**config.mk**
```make
export PLATFORM = sky130hd
export DESIGN_NAME = piso
export DESIGN_NICKNAME = d
export VERILOG_FILES = /design/src/rtl/piso.sv
export SDC_FILE = /design/constraint.sdc
export NUM_CORES = 1
export LEC_CHECK = 0
export ABC_AREA = 1
export CAP_MARGIN = 20
export CELL_PAD_IN_SITES_DETAIL_PLACEMENT = 1
export CELL_PAD_IN_SITES_GLOBAL_PLACEMENT = 2
export CORE_AREA = 4 4 41 43
export DETAILED_ROUTE_END_ITERATION = 10
export DIE_AREA = 0 0 45 47
export HOLD_SLACK_MARGIN = 0.05
export PLACE_DENSITY_LB_ADDON = 0.1
export SYNTH_ARGS = -nofsm -noshare
export SYNTH_HDL_FRONTEND = slang
export SYNTH_SLANG_ARGS = --single-unit
export TNS_END_PERCENT = 20
```
**constraint.sdc**
```tcl
create_clock -name clk -period 1.3 [get_ports clk]
set_input_delay 0.26 -clock clk [delete_from_list [all_inputs] [get_ports clk]]
set_output_delay 0.26 -clock clk [all_outputs]
set_load 0.05 [all_outputs]
```
**src/rtl/piso.sv**
```systemverilog
// Parallel-in, serial-out shift register: load a WIDTH-bit word with sel=0,
// then shift it out LSB-first on v with sel=1, zero-filling from the top.
module piso #(
    parameter int WIDTH = 4
) (
    input  logic             clk,
    input  logic             reset,
    input  logic             sel,
    input  logic [WIDTH-1:0] d,
    output logic             v
);

    logic [WIDTH-1:0] q;

    // Reset is tested first so an unknown sel/d cannot leak into q.
    always_ff @(posedge clk) begin
        if (reset)
            q <= '0;
        else if (!sel)
            q <= d;
        else
            q <= {1'b0, q[WIDTH-1:1]};
    end

    assign v = q[0];

endmodule

```
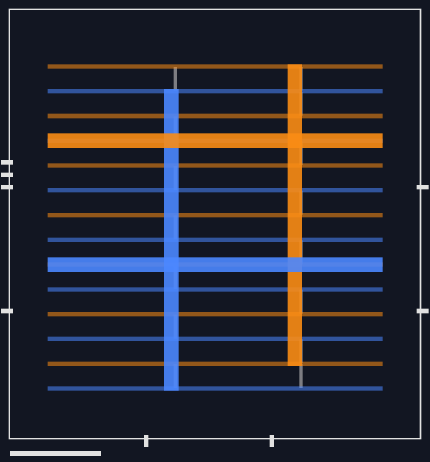
(images/power_grid.png)
Bar = 10 um. Pins as bars on the die edge. Tap cells in gray.
| net | color |
|---|---|
| VDD | orange |
| VSS | blue |
tap cells: 15
signal pins: 8
rows: 13
Die Ht: 47 um
Peak VDD IR: 566 uV
Core Region: 1300 um^2
die width: 45 um

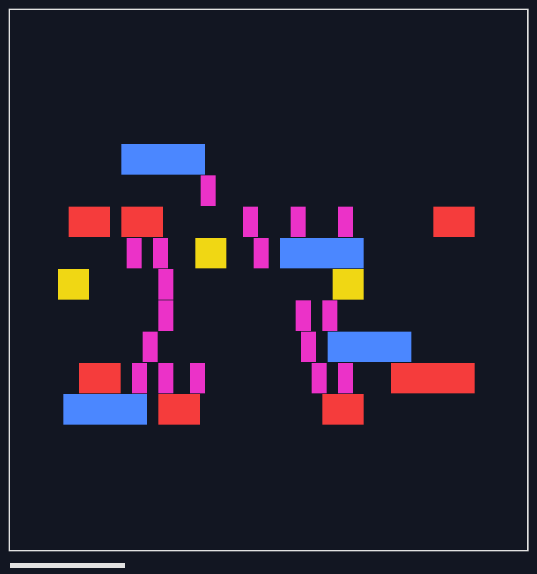
(images/placement_by_type.png)
Bar = 10 um.
| class | color | cells |
|---|---|---|
| other buffers and delay cells | red | 7 |
| combinational and other logic | magenta | 18 |
| clock drivers | yellow | 3 |
| flops | blue | 4 |
final instance area: 269 um^2
row count: 13
Finished Core Util: 0.207
Seq area share: 0.298

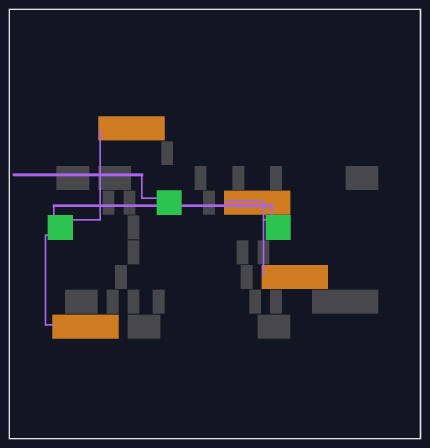
(images/clk_routes.png)
[clock wires] purple | length: 87.5 um
[clock drivers] green | count: 3
[flip-flops] orange | count: 4
routed clock nets: 4
Clock Skews: 0.00344 ns
clk_lat worst skew: 0.23 ns
clock group share of total power: 0.455
clock distribution power: 0.154 mW

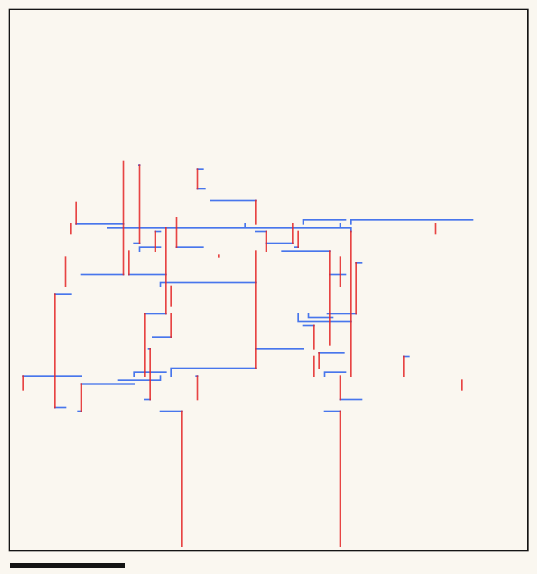
(images/wires.png)
Bar = 10 um. Two of the layers only.
| layer | color | wire length |
|---|---|---|
| metal 1 | blue | 133 um |
| metal 2 | red | 145 um |
Post-Route WL: 339 um
Overall Global Routing Usage: 0.0529
drt wl/cell: 7.21 um
vias: 160

==> GITHUB_STEP_SUMMARY <==
## Synthesis and layout report

| Metric | Value |
|---|---|
| Final setup TNS | 0 ns |
| Post-DRT Antenna Nets | 0 |
| Reg-to-Reg End | q[1] |
| R2R depth | 4 |
| WHS Endpoint | q[0] |
| Sequential share of power | 0.395 |
| Cell Pwr Density | 1260 nW/um^2 |
| Diodes inserted | 0 |
| Final Net Count | 41 |
| Crit path cell chain | buf_12 |
| Synth Seq Share | 0.542 |
| Slowest cell delay on critical path | 0.34 ns |
| Buf+Inv Stages, Crit Path | 1 |
| Worst min-delay path category | reg2reg |
| Dominant cell area share | 0.542 |
| Top Registers | q: 4 flops |
| Yosys stat cell total | 22 |
| Vias/cell | 3.40 |
| Net Sw Frac | 0.222 |
| CTS root buffer | clkbuf_4 |
| CP Max Fanout | 1 |
| Gr ovfl total | 0 |
| Status | complete, no violations |
| Clk sink count | 4 |
| Stages on the worst setup path | 1 |
| Final hold vios | 0 |
[placed cells by master (no fill, tap or decap)]
| master | n |
|---|---|
| nor2_1 | 7 |
| nand2_1 | 7 |
| clkdlybuf4s50_1 | 6 |
| inv_1 | 4 |
| dfxtp_1 | 4 |
| clkbuf_4 | 3 |
| buf_12 | 1 |
[final cells by class]
class / instances / area share
inverter: 4 / 0.0558
sequential: 4 / 0.298
multi-input combinational: 14 / 0.195
clock buffer: 3 / 0.0837
timing repair buffer: 7 / 0.298
tap: 15 / 0.0698
[Yosys cell counts]
cell,number
nand2_1,7
nor2_1,7
dfxtp_1,4
inv_1,4
[stage by stage]
| step | cell area (um^2) | std cells | hold WS, ns |
|---|---|---|---|
| after detailed placement | 246 | 44 | 0.495 |
| after global placement | 246 | 44 | 0.486 |
| after CTS | 269 | 47 | 0.501 |
| after global routing | 269 | 47 | 0.548 |
| after floorplan | 148 | 22 | 0.332 |
| final | 269 | 47 | 0.493 |
[power by group through the flow]
stage | logic (mW) | registers, mW | clock network [mW]
after global placement | 0.0517 | 0.136 | 0
after detailed placement | 0.0522 | 0.136 | 0
after global routing | 0.0580 | 0.134 | 0.176
after floorplan | 0.0132 | 0.142 | 0
final | 0.0510 | 0.134 | 0.154
after CTS | 0.0524 | 0.134 | 0.166
[per-layer routing]
metal  up-vias  global-route usage  part of all wire
met5         -                   0                 0
met4         0              0.0175                 0
met3         0              0.0690              0.18
met2         9              0.0621              0.43
met1        68              0.0544              0.39
li1         83                   -                 -
[cell families (layout without fill, tap and decap cells)]
| group | Yosys count | after routing | synth area share |
|---|---|---|---|
| flops | 4 | 4 | 0.542 |
| buf+inv | 4 | 14 | 0.102 |
| simple gates | 14 | 14 | 0.356 |
Power figures rest on the tool's default switching activity, not on a simulated workload.
